### config.mk
export PLATFORM = sky130hd
export DESIGN_NAME = decode_rob_queue
export DESIGN_NICKNAME = d
export VERILOG_FILES = /design/src/rtl/decode_rob_queue.sv
export SDC_FILE = /design/constraint.sdc
export NUM_CORES = 1
export LEC_CHECK = 0
export CAP_MARGIN = 20
export CORE_MARGIN = 5
export CORE_UTILIZATION = 45
export DETAILED_ROUTE_END_ITERATION = 16
export PLACE_DENSITY = 0.69
export SETUP_SLACK_MARGIN = 0.5
export SYNTH_ARGS = -nofsm -noshare
export SYNTH_HDL_FRONTEND = slang
export SYNTH_SLANG_ARGS = --single-unit
### constraint.sdc
create_clock -name clk -period 11 [get_ports clk]
set_clock_uncertainty 0.15 [all_clocks]
set_input_delay 1.65 -clock clk [delete_from_list [all_inputs] [get_ports clk]]
set_output_delay 1.65 -clock clk [all_outputs]
set_load 0.05 [all_outputs]
### src/rtl/decode_rob_queue.sv
// Elastic Decode->ROB queue: DEPTH-entry circular buffer of IPC-lane bundles with
// valid/ready on both sides, synchronous flush, dequeue-only halt and optional bubble drop.
module decode_rob_queue #(
  parameter int IPC          = 1,
  parameter int DATA_WIDTH   = 32,
  parameter int EXEC_WIDTH   = 4,
  parameter int DEPTH        = 4,
  parameter int DROP_BUBBLES = 1,
  localparam int CW          = $clog2(DEPTH) + 1
) (
  input  logic                       clk,
  input  logic                       rst,
  input  logic                       flush,
  input  logic                       halt,
  input  logic                       in_valid,
  output logic                       in_ready,
  input  logic [IPC-1:0]             rtype_in,
  input  logic [IPC-1:0]             itype_in,
  input  logic [IPC-1:0]             stype_in,
  input  logic [IPC*DATA_WIDTH-1:0]  imm_in,
  input  logic [IPC*EXEC_WIDTH-1:0]  exec_id_in,
  output logic                       out_valid,
  input  logic                       out_ready,
  output logic [IPC-1:0]             rtype_out,
  output logic [IPC-1:0]             itype_out,
  output logic [IPC-1:0]             stype_out,
  output logic [IPC*DATA_WIDTH-1:0]  imm_out,
  output logic [IPC*EXEC_WIDTH-1:0]  exec_id_out,
  output logic [CW-1:0]              count
);

  localparam int AW = CW - 1;
  localparam int EW = 3*IPC + IPC*DATA_WIDTH + IPC*EXEC_WIDTH;

  logic [CW-1:0] head, tail;
  logic [EW-1:0] mem [DEPTH];
  logic [EW-1:0] head_ent;
  logic          empty, full, bubble, store, deq;

  // Pointers carry a wrap bit so full and empty are distinguishable without a counter.
  assign empty = (head == tail);
  assign full  = (head[AW-1:0] == tail[AW-1:0]) && (head[AW] != tail[AW]);

  assign in_ready  = ~full & ~flush;
  assign out_valid = ~empty;
  assign bubble    = ~|(rtype_in | itype_in | stype_in);
  // flush is folded in through in_ready, so a store never races a clear.
  assign store     = in_valid & in_ready & ~((DROP_BUBBLES != 0) & bubble);
  assign deq       = ~empty & out_ready & ~halt;

  always_ff @(posedge clk or posedge rst) begin
    if (rst) begin
      head <= '0;
      tail <= '0;
    end else if (flush) begin
      head <= '0;
      tail <= '0;
    end else begin
      if (store) tail <= tail + CW'(1);
      if (deq)   head <= head + CW'(1);
    end
  end

  // Payload is not reset: an entry is only ever read after it has been written.
  always_ff @(posedge clk) begin
    if (store) mem[tail[AW-1:0]] <= {rtype_in, itype_in, stype_in, imm_in, exec_id_in};
  end

  assign head_ent = empty ? '0 : mem[head[AW-1:0]];
  assign {rtype_out, itype_out, stype_out, imm_out, exec_id_out} = head_ent;
  assign count = tail - head;

endmodule

==> qor.yml, run 1 <==
placed_design:
  dp_hpwl_microns: 6707
  place_congestion: 0.7843
worst_setup_path:
  cp_slowest_stage_delay_ps: 970
  endpoint_kind: "output port"
  arrival_ps: 3620
  crit_chain: "ha_1, and2_1, and2_2, nor2b_1, clkdlybuf4s50_1"
  path_class: "flip-flop to output port"
  start_kind: "flip-flop"
  worst_ep_required_time_ps: 9200
global_route:
  grt_overflow: 0
  grt_pass1_wl_microns: 18130
  grt_pass1_vias: 3366
  grt_max_degree: 44
sta:
  rsz0062_at_grt: "false"
  worst_slack_ps: 5575
  hold_ws_ps: 403.4
  fin_crit_ps: 5425
  slew_headroom_pct: 26.85
  final.setup.tns_ps: 0
logic_synthesis:
  syn_nets: 360
  async_flop_share_pct: 3.704
  synth.yosys.seq_area_share_pct: 74.93
  synthFlopType: "edfxtp_1"
  synthTopCellsByCount: "edfxtp_1 (156), nor2b_1 (41), mux4_2 (39)"
  most_common_cell: "edfxtp_1"
  ys_area_sq_um: 6452
  avgSynthCellArea_sq_um: 21.02
  ys_seq_elements: 162
  syn-cell-area_sq_um: 6452
  edf_count: 156
routing:
  first_iter_violations: 148
  via_count: 3098
  postRouteAntennaNets: 0
clock_network:
  cts_tree: "done"
  clkTransAtPathRegs_ps: 60
  clockBufferDepth: 2
  insertion_delay_ps: 410
  htree_num_levels: 4
  ctsResizeCount: 0
power_and_ir_drop:
  irDropWorstVdd_mv: 0.1154
  power.leakage_nw: 2.615
job:
  maxCapViolCount: 0
hold_path:
  hp-class: "flip-flop to flip-flop"
finish:
  final_nets: 456
  layoutNonFillerInstCount: 596
outcome:
  status: "complete, no violations"
-- run 1: final timing paths --
check	start	endpoint	slack (ps)	depth (start not counted)
max	head[0]	imm_out[30]	5580	5
min	tail[0]	tail[0]	400	1
max reg2reg	head[0]	mem[2][34]	7770	4
min reg2reg	tail[0]	tail[0]	400	1
max in group asynchronous	rst	head[0]	9170	2
min in group asynchronous	rst	tail[0]	1300	2
-- run 1: cell type report --
class / instances / area [sq um]
repair buffers: 92 / 939.7
flip-flops and latches: 162 / 4840
clock buffers: 28 / 516.7
clock inverters: 4 / 70.07
multi-input cells: 121 / 1490
inverters: 9 / 33.78
fillers: 1063 / 5873
well taps: 180 / 225.2
-- run 1: metal layers --
metal / GRT usage, % / vias up / part of all wire, %
li1: - / 1406 / -
met1: 18.24 / 1599 / 41
met2: 25.11 / 80 / 52
met3: 4.666 / 13 / 5.2
met4: 6.051 / 0 / 1.4
met5: 0 / - / 0
-- run 1: logic make-up (layout without fill, tap and decap cells) --
group                      after synthesis  in the layout  share of synthesized area (%)
buffers and inverters                   24            133                          2.133
and+or+nand+nor                         60             60                          5.410
AOI/OAI and AO/OA                        7              7                          1.028
DFF                                    162            162                          74.93
adders and majority gates                8              8                          1.668
muxes                                   44             44                          14.45
xor gates and xnor gates                 2              2                         0.3879
-- run 1: sequential cells by signal, summed over array words and instances, names as in the netlist --
register  cells
mem         156
tail          3
head          3
-- run 1: report_power, final --
group	internal [W]	switching, W
clock network	0.000364	0.000208
logic	0.000111	0.000189
registers	0.000698	0.0000147
total	0.00117	0.000412
Fig. 1: run 1, placed standard cells
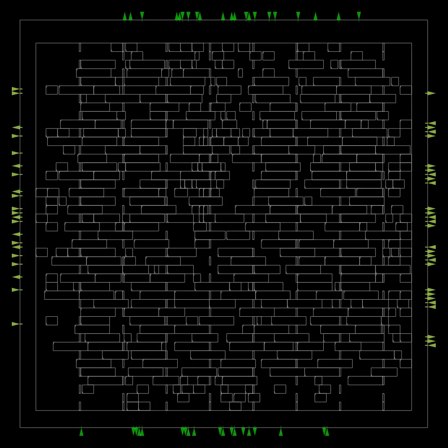
Seq area share: 59.64%
n_taps: 180

Fig. 2: run 1, cells colored by class
Fill, decap, tap and diode cells in gray.
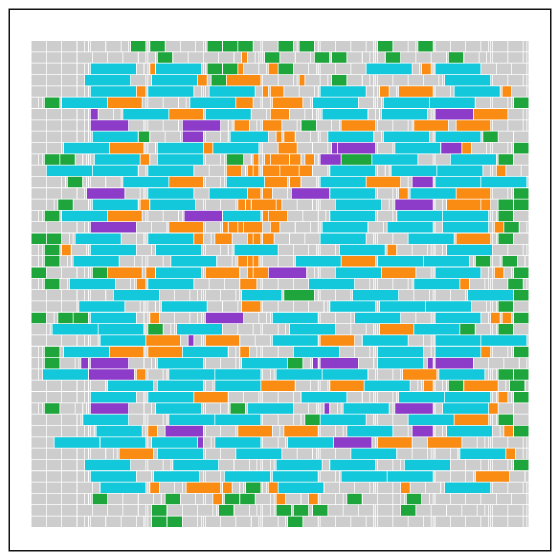
[orange] remaining logic cells | cells: 130 | share of their area: 19%
[purple] clock drivers and dummy loads | cells: 32 | share of their area: 7.4%
[cyan] registers | cells: 162 | share of their area: 61%
[green] remaining buffers and delay cells | cells: 92 | share of their area: 12%
Cell Rows: 43
CORE AREA: 13990 sq um
fin util: 58.01%
Post-Layout Inst Area: 8115 sq um

Fig. 3: run 1, clock wires, drivers and flops
Bar = 50 microns.
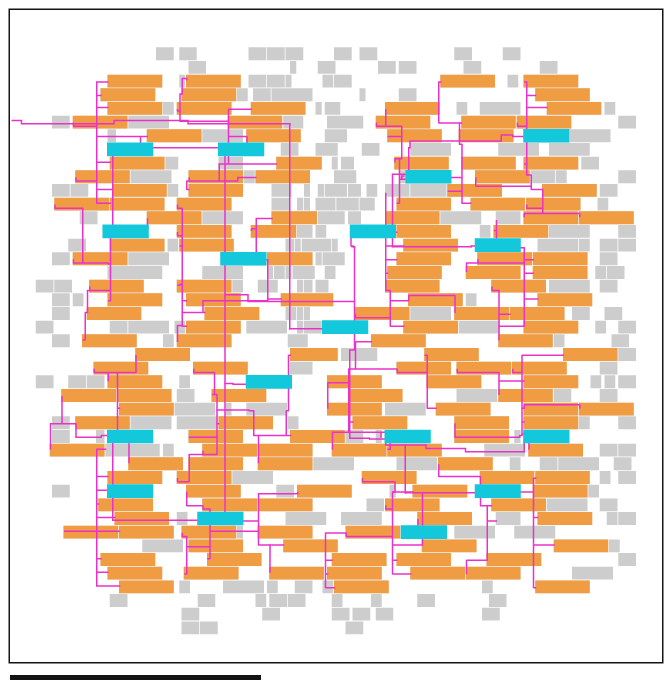
[orange] flip-flops | count: 162
[magenta] clock wires | length: 1650 microns
[cyan] clock-net drivers | count: 17
routed clock nets: 18
flops lie: widely spread

Fig. 4: run 1, signal wires by layer
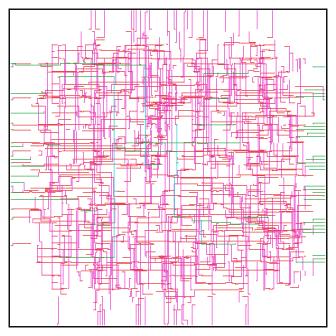

==> run 1 -> run 2 <==
==> constraint.sdc (replaced) <==
create_clock -name clk -period 5 [get_ports clk]
set_clock_uncertainty 0.15 [all_clocks]
set_input_delay 0.75 -clock clk [delete_from_list [all_inputs] [get_ports clk]]
set_output_delay 0.75 -clock clk [all_outputs]
set_load 0.05 [all_outputs]
Fig. 5: run 2, signal wires by layer
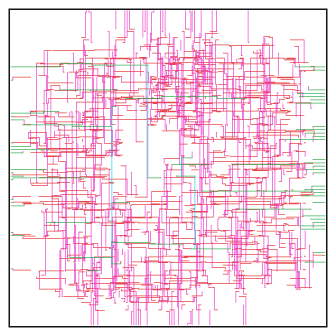
[red] M1 | wire length: 4640 microns
[cyan] M4 | wire length: 148 microns
[green] M3 | wire length: 752 microns
[magenta] M2 | wire length: 5900 microns
via count: 3095
GRT Total Usage: 14.51%

Fig. 6: run 2, cells colored by class
Fill, decap, tap and diode cells in gray.
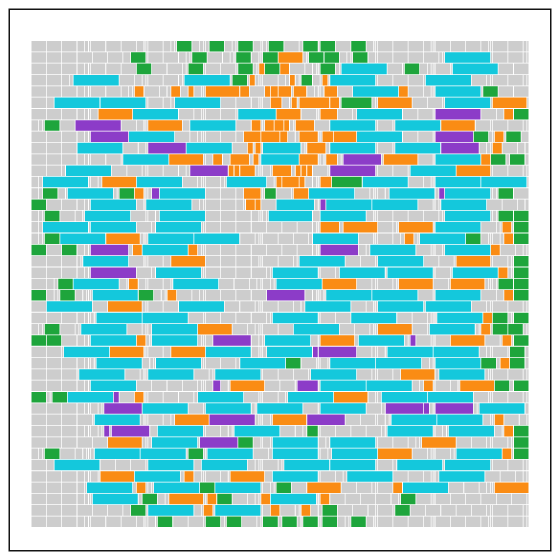
[cyan] registers | cells: 162 | share of their area: 61%
[green] remaining buffers and delay cells | cells: 93 | share of their area: 12%
[purple] clock drivers and dummy loads | cells: 32 | share of their area: 7.9%
[orange] remaining logic cells | cells: 130 | share of their area: 19%

Fig. 7: run 2, placed standard cells
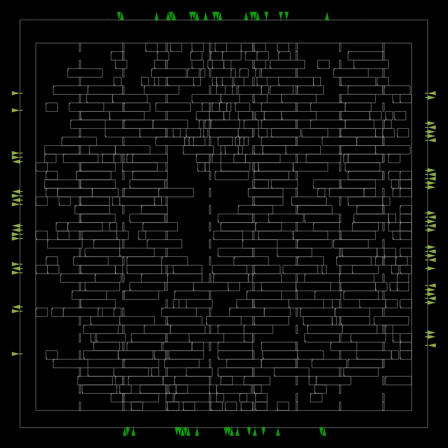
FILL cells: 1054
fin util: 58.36%

==> qor.yml, run 2 <==
power_and_ir_drop:
  power_frac_clock_pct: 38.0  # +1.9 points
  power.leakage_nw: 2.632  # +0.65%
  combPwrFrac_pct: 18.7  # -0.2 points
  p_int_w: 0.002678  # +130%
logic_synthesis:
  ys_area_sq_um: 6452  # unchanged
  synth.yosys.seq_area_share_pct: 74.93  # unchanged
  ys_seq_elements: 162  # unchanged
  simple_gate_area_share_pct: 5.410  # unchanged
  fa_ha_area_share_pct: 1.668  # unchanged
  synth.cellmix.xorXnorShare_pct: 0.3878  # unchanged
  syn-cell-area_sq_um: 6452  # unchanged
worst_setup_path:
  crit_chain: "ha_1, and2_1, and2_2, nor2b_1, clkdlybuf4s50_1"
  cp_slowest_stage_delay_ps: 760  # -210 ps
  start_kind: "flip-flop"
routing:
  top_layer: "met4"
  met2_length_microns: 5896  # -3.9%
  postRouteAntennaNets: 0  # unchanged
clock_network:
  cts_tree: "done"
  clkTransAtPathRegs_ps: 60  # about the same
  ctsResizeCount: 0  # unchanged
die:
  core.rowCount: 43  # unchanged
  fp.coreArea_sq_um: 13990  # unchanged
sta:
  worst_slack_ps: 752.8  # -4822 ps
placed_design:
  dp_hpwl_microns: 6485  # -3.3%
global_route:
  grt_pass1_wl_microns: 17780  # -1.9%
  grt_overflow: 0  # unchanged
outcome:
  status: "complete, no violations"
hold_path:
  hp-class: "input pin to async pin"
-- run 2: path summary, 6_finish.rpt --
path | start | to | slack (ps) | cells after the start
setup / recovery | head[0] | imm_out[24] | 750 | 5
hold / removal | rst | head[2] | 410 | 2
setup reg to reg | head[0] | mem[1][35] | 2070 | 4
hold reg to reg | tail[0] | tail[0] | 410 | 1
max in group asynchronous | rst | head[0] | 4060 | 2
min in group clk | tail[0] | tail[0] | 410 | 1
-- run 2: area by class of cell --
cell class / count / area [sq um]
multi-input cells: 121 / 1496
clock buffers: 25 / 465.4
clock inverters: 7 / 160.2
fillers: 1054 / 5824
flip-flops and latches: 162 / 4840
inverters: 9 / 33.78
repair buffers: 93 / 943.4
well taps: 180 / 225.2
-- run 2: layer usage --
metal | global-route usage (%) | vias up
met5 | 0 | -
met4 | 4.584 | 0
met3 | 5.199 | 12
met2 | 23.99 | 83
met1 | 18.07 | 1584
li1 | - | 1416
-- run 2: worst reg2reg max path: stages (launching register included) --
cell      delay, ps
dfrtp_4         660
ha_1            410
nand2_1         180
o2111a_1        250
and2_2          880
-- run 2: per-stage QoR --
stage,hold slack (ps),power [W]
after detailed placement,392.2,0.002261
after CTS,396.4,0.003630
after global placement,385.3,0.002254
after global routing,395.8,0.003726
after floorplan,348.8,0.002031
final,405.7,0.003591
-- run 2: power groups by stage --
| stage | Sequential, W | Combinational, W | Clock, W |
|---|---|---|---|
| 6_report | 0.00155 | 0.000672 | 0.00136 |
| 5_1_grt | 0.00156 | 0.000709 | 0.00146 |
| 4_1_cts | 0.00156 | 0.000679 | 0.00139 |
| 3_5_place_dp | 0.00159 | 0.000676 | 0 |
| 3_3_place_gp | 0.00158 | 0.000671 | 0 |
| 2_1_floorplan | 0.00157 | 0.000460 | 0 |
Power and IR drop assume default switching activity.
